==> src/rtl/mac_layer_sequencer_pkg.sv <==
// Shared state encoding, datapath constants and helpers for the FC-layer MAC sequencer.
package mac_seq_pkg;

    typedef enum logic [1:0] {
        IDLE,
        ISSUE,
        DRAIN,
        OUTPUT
    } seqState_t;

    localparam int LANES = 16;
    localparam int PIX_W = 8;
    localparam int SUM_W = 20;
    localparam int EXT_W = 64;

    // Index width that never collapses to zero bits for single-entry ranges.
    function automatic int idxWidth(input int n);
        return (n <= 1) ? 1 : $clog2(n);
    endfunction

    function automatic logic signed [EXT_W-1:0] signExtendSum(input logic signed [SUM_W-1:0] s);
        return EXT_W'(s);
    endfunction

endpackage

==> src/rtl/mac_layer_sequencer_if.sv <==
// Buffer-read / mac-return / result-stream bundle between the sequencer and the layer top.
interface mac_layer_sequencer_if
    import mac_seq_pkg::*;
#(
    parameter int NUM_CHUNKS  = 4,
    parameter int NUM_NEURONS = 10,
    parameter int ACC_W       = 24
);
    localparam int PIX_AW = idxWidth(NUM_CHUNKS);
    localparam int WGT_AW = idxWidth(NUM_NEURONS * NUM_CHUNKS);
    localparam int IDX_W  = idxWidth(NUM_NEURONS);

    logic                     rd_en;
    logic [PIX_AW-1:0]        pix_addr;
    logic [WGT_AW-1:0]        wgt_addr;
    logic signed [SUM_W-1:0]  sum_in;
    logic                     out_valid;
    logic                     out_ready;
    logic signed [ACC_W-1:0]  out_data;
    logic [IDX_W-1:0]         out_idx;

    modport master (
        output rd_en, pix_addr, wgt_addr, out_valid, out_data, out_idx,
        input  sum_in, out_ready
    );

    modport slave (
        input  rd_en, pix_addr, wgt_addr, out_valid, out_data, out_idx,
        output sum_in, out_ready
    );

endinterface

==> src/rtl/mac_layer_sequencer_valid_pipe.sv <==
// Shift register tracking reads in flight through buffer + mac; async clear drops stale tokens.
module mac_valid_pipe #(
    parameter int DEPTH = 2
) (
    input  logic clk,
    input  logic rst,
    input  logic vldIn,
    output logic vldTail,
    output logic vldPending
);
    localparam logic [DEPTH-1:0] TAIL_MASK = DEPTH'(1) << (DEPTH - 1);

    logic [DEPTH-1:0] vld_p;

    always_ff @(posedge clk or posedge rst) begin
        if (rst) begin
            vld_p <= '0;
        end else begin
            vld_p <= (vld_p << 1) | DEPTH'(vldIn);
        end
    end

    assign vldTail    = vld_p[DEPTH-1];
    // Tokens still travelling behind the one that is currently at the tail.
    assign vldPending = |(vld_p & ~TAIL_MASK);

endmodule

==> src/rtl/mac_layer_sequencer.sv <==
// Walks neurons and chunks of one FC layer, accumulates mac partial sums, streams neuron results.
module mac_layer_sequencer
    import mac_seq_pkg::*;
#(
    parameter int NUM_CHUNKS  = 4,
    parameter int NUM_NEURONS = 10,
    parameter int MAC_LAT     = 1,
    parameter int ACC_W       = 24,
    parameter bit RELU        = 1'b1
) (
    input  logic clk,
    input  logic rst,
    input  logic start,
    output logic busy,
    output logic done,
    mac_layer_sequencer_if.master bus
);
    localparam int PIX_AW = idxWidth(NUM_CHUNKS);
    localparam int WGT_AW = idxWidth(NUM_NEURONS * NUM_CHUNKS);
    localparam int IDX_W  = idxWidth(NUM_NEURONS);
    localparam logic [PIX_AW-1:0] LAST_CHUNK  = PIX_AW'(NUM_CHUNKS - 1);
    localparam logic [IDX_W-1:0]  LAST_NEURON = IDX_W'(NUM_NEURONS - 1);

    seqState_t                state;
    logic                     rdEn;
    logic [PIX_AW-1:0]        chunk;
    logic [WGT_AW-1:0]        wgtAddr;
    logic [IDX_W-1:0]         neuron;
    logic signed [ACC_W-1:0]  acc;
    logic signed [ACC_W-1:0]  accNext;
    logic signed [ACC_W-1:0]  outData;
    logic                     outValid;
    logic                     vldTail;
    logic                     vldPending;

    function automatic logic signed [ACC_W-1:0] applyRelu(input logic signed [ACC_W-1:0] v);
        return (RELU && (v < 0)) ? '0 : v;
    endfunction

    // Buffer read (1 cycle) plus mac register latency before sum_in is valid.
    mac_valid_pipe #(
        .DEPTH(1 + MAC_LAT)
    ) uValidPipe (
        .clk        (clk),
        .rst        (rst),
        .vldIn      (rdEn),
        .vldTail    (vldTail),
        .vldPending (vldPending)
    );

    always_comb begin
        accNext = acc;
        if (vldTail) begin
            accNext = acc + ACC_W'(signExtendSum(bus.sum_in));
        end
    end

    always_ff @(posedge clk or posedge rst) begin
        if (rst) begin
            state    <= IDLE;
            busy     <= 1'b0;
            done     <= 1'b0;
            rdEn     <= 1'b0;
            chunk    <= '0;
            wgtAddr  <= '0;
            neuron   <= '0;
            acc      <= '0;
            outData  <= '0;
            outValid <= 1'b0;
        end else begin
            done <= 1'b0;
            acc  <= accNext;
            case (state)
                IDLE: begin
                    if (start) begin
                        state   <= ISSUE;
                        busy    <= 1'b1;
                        rdEn    <= 1'b1;
                        chunk   <= '0;
                        wgtAddr <= '0;
                        neuron  <= '0;
                        acc     <= '0;
                    end
                end
                ISSUE: begin
                    if (chunk == LAST_CHUNK) begin
                        state <= DRAIN;
                        rdEn  <= 1'b0;
                    end else begin
                        chunk   <= chunk + 1'b1;
                        wgtAddr <= wgtAddr + 1'b1;
                    end
                end
                DRAIN: begin
                    // The last partial sum lands on the same edge that exposes the result.
                    if (vldTail && !vldPending && !rdEn) begin
                        state    <= OUTPUT;
                        outValid <= 1'b1;
                        outData  <= applyRelu(accNext);
                    end
                end
                OUTPUT: begin
                    if (bus.out_ready) begin
                        outValid <= 1'b0;
                        if (neuron == LAST_NEURON) begin
                            state <= IDLE;
                            busy  <= 1'b0;
                            done  <= 1'b1;
                        end else begin
                            state   <= ISSUE;
                            rdEn    <= 1'b1;
                            neuron  <= neuron + 1'b1;
                            chunk   <= '0;
                            wgtAddr <= wgtAddr + 1'b1;
                            acc     <= '0;
                        end
                    end
                end
                default: state <= IDLE;
            endcase
        end
    end

    assign bus.rd_en     = rdEn;
    assign bus.pix_addr  = chunk;
    assign bus.wgt_addr  = wgtAddr;
    assign bus.out_valid = outValid;
    assign bus.out_data  = outData;
    assign bus.out_idx   = neuron;

endmodule

==> src/flat_wrapper.sv <==
// flat-port wrapper written by rule: the top's interface ports become plain ports
module mac_layer_sequencer_flat import mac_seq_pkg::*;
#(
    parameter int NUM_CHUNKS  = 4,
    parameter int NUM_NEURONS = 10,
    parameter int MAC_LAT     = 1,
    parameter int ACC_W       = 24,
    parameter bit RELU        = 1'b1
)
  (clk, rst, start, busy, done, bus_rd_en, bus_pix_addr, bus_wgt_addr, bus_out_valid, bus_out_data, bus_out_idx, bus_sum_in, bus_out_ready);
  mac_layer_sequencer_if #(.NUM_CHUNKS(NUM_CHUNKS), .NUM_NEURONS(NUM_NEURONS), .ACC_W(ACC_W)) bus_i ();
  input  logic clk;
  input  logic rst;
  input  logic start;
  output logic busy;
  output logic done;
  output wire logic [$bits(bus_i.rd_en)-1:0] bus_rd_en;
  output wire logic [$bits(bus_i.pix_addr)-1:0] bus_pix_addr;
  output wire logic [$bits(bus_i.wgt_addr)-1:0] bus_wgt_addr;
  output wire logic [$bits(bus_i.out_valid)-1:0] bus_out_valid;
  output wire logic [$bits(bus_i.out_data)-1:0] bus_out_data;
  output wire logic [$bits(bus_i.out_idx)-1:0] bus_out_idx;
  input wire logic [$bits(bus_i.sum_in)-1:0] bus_sum_in;
  input wire logic [$bits(bus_i.out_ready)-1:0] bus_out_ready;
  assign bus_rd_en = bus_i.rd_en;
  assign bus_pix_addr = bus_i.pix_addr;
  assign bus_wgt_addr = bus_i.wgt_addr;
  assign bus_out_valid = bus_i.out_valid;
  assign bus_out_data = bus_i.out_data;
  assign bus_out_idx = bus_i.out_idx;
  assign bus_i.sum_in = bus_sum_in;
  assign bus_i.out_ready = bus_out_ready;
  mac_layer_sequencer #(.NUM_CHUNKS(NUM_CHUNKS), .NUM_NEURONS(NUM_NEURONS), .MAC_LAT(MAC_LAT), .ACC_W(ACC_W), .RELU(RELU)) u_core (.clk(clk), .rst(rst), .start(start), .busy(busy), .done(done), .bus(bus_i));
endmodule
==> config.mk <==
export PLATFORM = sky130hd
export DESIGN_NAME = mac_layer_sequencer_flat
export DESIGN_NICKNAME = d
export VERILOG_FILES = /design/src/rtl/mac_layer_sequencer_pkg.sv /design/src/rtl/mac_layer_sequencer_if.sv /design/src/rtl/mac_layer_sequencer_valid_pipe.sv /design/src/rtl/mac_layer_sequencer.sv /design/src/flat_wrapper.sv
export SDC_FILE = /design/constraint.sdc
export NUM_CORES = 1
export LEC_CHECK = 0
export CORE_UTILIZATION = 50
export CTS_BUF_LIST = sky130_fd_sc_hd__clkbuf_2 sky130_fd_sc_hd__clkbuf_4 sky130_fd_sc_hd__clkbuf_8
export DETAILED_ROUTE_END_ITERATION = 8
export PLACE_DENSITY = 0.84
export SYNTH_ARGS = -nofsm -noshare
export SYNTH_HDL_FRONTEND = slang
export SYNTH_SLANG_ARGS = --single-unit
export TNS_END_PERCENT = 50
==> constraint.sdc <==
create_clock -name clk -period 3.6 [get_ports clk]
set_input_delay 0.36 -clock clk [delete_from_list [all_inputs] [get_ports clk]]
set_output_delay 0.36 -clock clk [all_outputs]
set_load 0.05 [all_outputs]
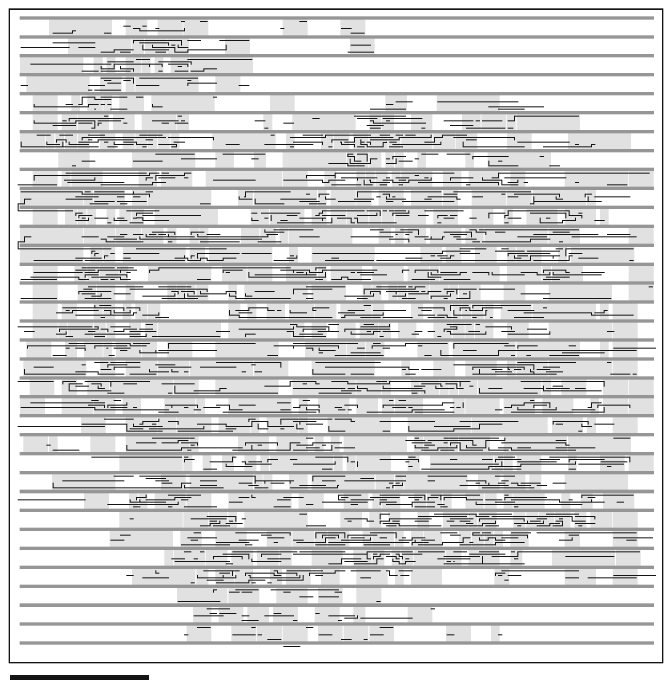
(run_1/layer_met1.png)
Scale bar: 20 µm. Supply wires on this layer in grey. Cells faint in the background.
nets with wire on the layer: 503
main direction: horizontal
longest straight run: 22.1 µm

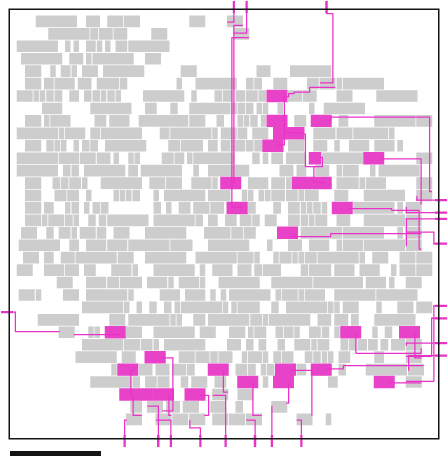
(run_1/io_fan.png)
Scale bar: 20 µm.
legend:
  magenta:
    port: bus_sum_in
    direction: input
    edge: 8 right, 8 bottom, 3 top, 1 left
    end_cells: 27
    buffers: 20
    wire: 574 µm

==> impl_metrics.toml, run 1 <==
# implementation run metrics
[clock_tree]
post_cts.resized_instances = 0
clock_tree.buffer_depth = 2

[grt]
grt.busiest_layer = "met2"

[detailed_routing]
antenna_violating_nets_post_route = 0
top_signal_layer_used = "met4"
wl_met2_um = 4720
wl_met1_um = 4220

[cells_and_area]
most-common-layout-cells = "dfrtp_1 (67), clkdlybuf4s50_1 (62), nand2_1 (53)"
dominant_cells = "multi-input combinational cells"
antenna_cells_inserted = 0
post-route-cell-area_mm2 = 0.00513
number_of_buffers_other_than_clock_buffers_in_the_final_layout = 67

[logic_synthesis]
topCombFamilyByArea = "AND-OR/OR-AND gates"
ys_cells = 436
synth_top_cell_by_count = "dfrtp_1"
yosys-stat-area_mm2 = 0.00420
post-synth-top-area-cell = "dfrtp_1"
edf_count = 0
postSynth.topFlopCell = "dfrtp_1"
yosys-top-cells-count = "dfrtp_1 (67), nand2_1 (53), nor2_1 (39), ha_1 (31), a21oi_1 (26)"
number_of_instances_in_the_synthesized_netlist = 436
synthMuxAreaShare = 0.0480
synthAdderAreaFrac = 0.0972
synthesis.area_mm2 = 0.00420
synth.ff_latch_count = 67

[die]
core_util_floorplan = 0.513
number_of_rows_created_at_floorplan = 33
chip_area_mm2 = 0.00876

[placement]
post-place-ws_ns = 0.0958
place_inst = 591
place.detailed.hpwl_um = 6950

[power]
power.group.top = "combinational cells"
power.share.sequential = 0.259
p_sw_frac = 0.471
pwr.group.combinational_uw = 2500

[final_timing]
unrepaired_setup_endpoints_after_global_routing = "no"
final_setup_tns_ns = 0

[setup_path]
critical_path_class = "in2reg"
critical_path.reg2reg.startpoint = "u_core.acc[1]"

[run_status]
run_status = "finished, final reports clean"
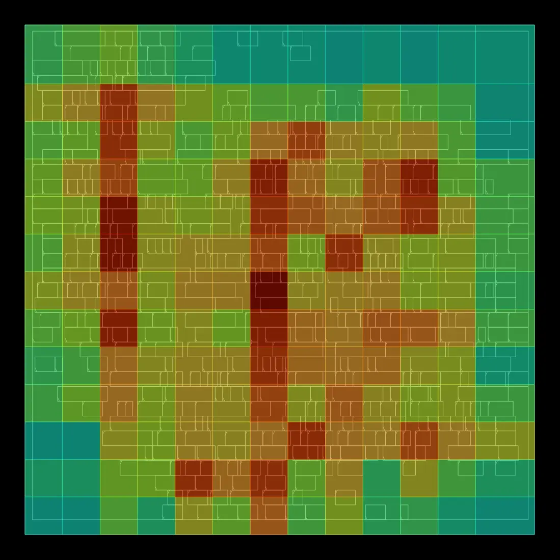
(run_1/congestion.png)
global router's overall resource usage: 0.232
final cell utilization of the core: 0.627
met3 usage in global routing: 0.0683
met1 usage in global routing: 0.273

==> run 1 -> run 2 <==
--- a/config.mk
+++ b/config.mk
@@ -8,6 +8,7 @@
 export CORE_UTILIZATION = 50
 export CTS_BUF_LIST = sky130_fd_sc_hd__clkbuf_2 sky130_fd_sc_hd__clkbuf_4 sky130_fd_sc_hd__clkbuf_8
 export DETAILED_ROUTE_END_ITERATION = 8
+export GPL_TIMING_DRIVEN = 0
 export PLACE_DENSITY = 0.84
 export SYNTH_ARGS = -nofsm -noshare
 export SYNTH_HDL_FRONTEND = slang
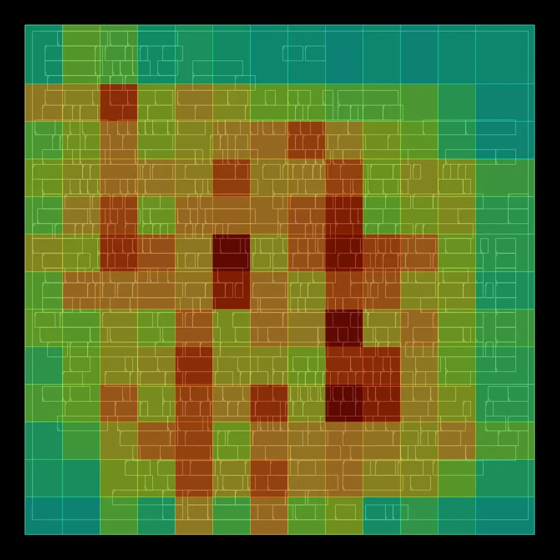
(run_2/congestion.png)
met1 usage in global routing: 0.293
global router's overall resource usage: 0.242
final cell utilization of the core: 0.641
wire length per cell: 15.7 µm
most utilized layer in the global route result: met2

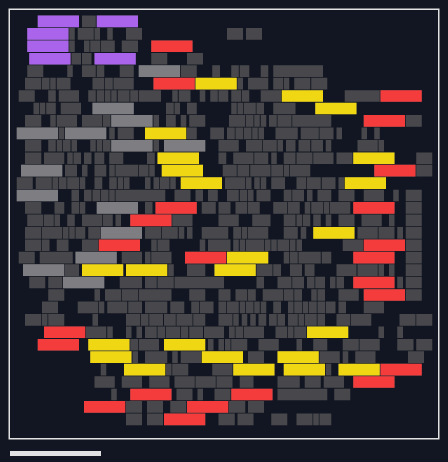
(run_2/flops_by_reg.png)
Scale bar: 20 µm.
legend:
  yellow:
    signal: u_core.acc
    flops: 24
  purple:
    signal: u_core.bus.wgt_addr
    flops: 6
    where: top left
  red:
    signal: u_core.bus.out_data
    flops: 23
    where: widely spread

==> run 2 against run 1 <==
Worst hold slack better by 0.060 ns. Combinational power grew 2%. Register-to-register slack hardly changed. Synthesized area is the same.
==> impl_metrics.toml, run 2 <==
# implementation run metrics
[power]
p_sw_frac = 0.451
power.share.sequential = 0.247
power.group.top = "combinational cells"

[setup_path]
critical_path_class = "in2reg"
critical_path.reg2reg.startpoint = "u_core.acc[0]"

[cells_and_area]
most-common-layout-cells = "dfrtp_1 (67), clkdlybuf4s50_1 (62), nand2_1 (53)"
number_of_buffers_other_than_clock_buffers_in_the_final_layout = 80
post-route-cell-area_mm2 = 0.00524
dominant_cells = "multi-input combinational cells"

[logic_synthesis]
synth.ff_latch_count = 67
topCombFamilyByArea = "AND-OR/OR-AND gates"
yosys-stat-area_mm2 = 0.00420
postSynth.topFlopCell = "dfrtp_1"
edf_count = 0
yosys-top-cells-count = "dfrtp_1 (67), nand2_1 (53), nor2_1 (39), ha_1 (31), a21oi_1 (26)"
synthMuxAreaShare = 0.0480
synth_top_cell_by_count = "dfrtp_1"
synthesis.area_mm2 = 0.00420

[final_timing]
final_setup_tns_ns = 0
unrepaired_setup_endpoints_after_global_routing = "no"

[clock_tree]
clock_tree.buffer_depth = 2
post_cts.resized_instances = 0

[detailed_routing]
antenna_violating_nets_post_route = 0
top_signal_layer_used = "met4"
wl_met2_um = 4680
wl_met1_um = 4230

[run_status]
run_status = "finished, final reports clean"

[die]
number_of_rows_created_at_floorplan = 33
core_util_floorplan = 0.513

[placement]
post-place-ws_ns = 0.167
Power and IR drop assume default switching activity.
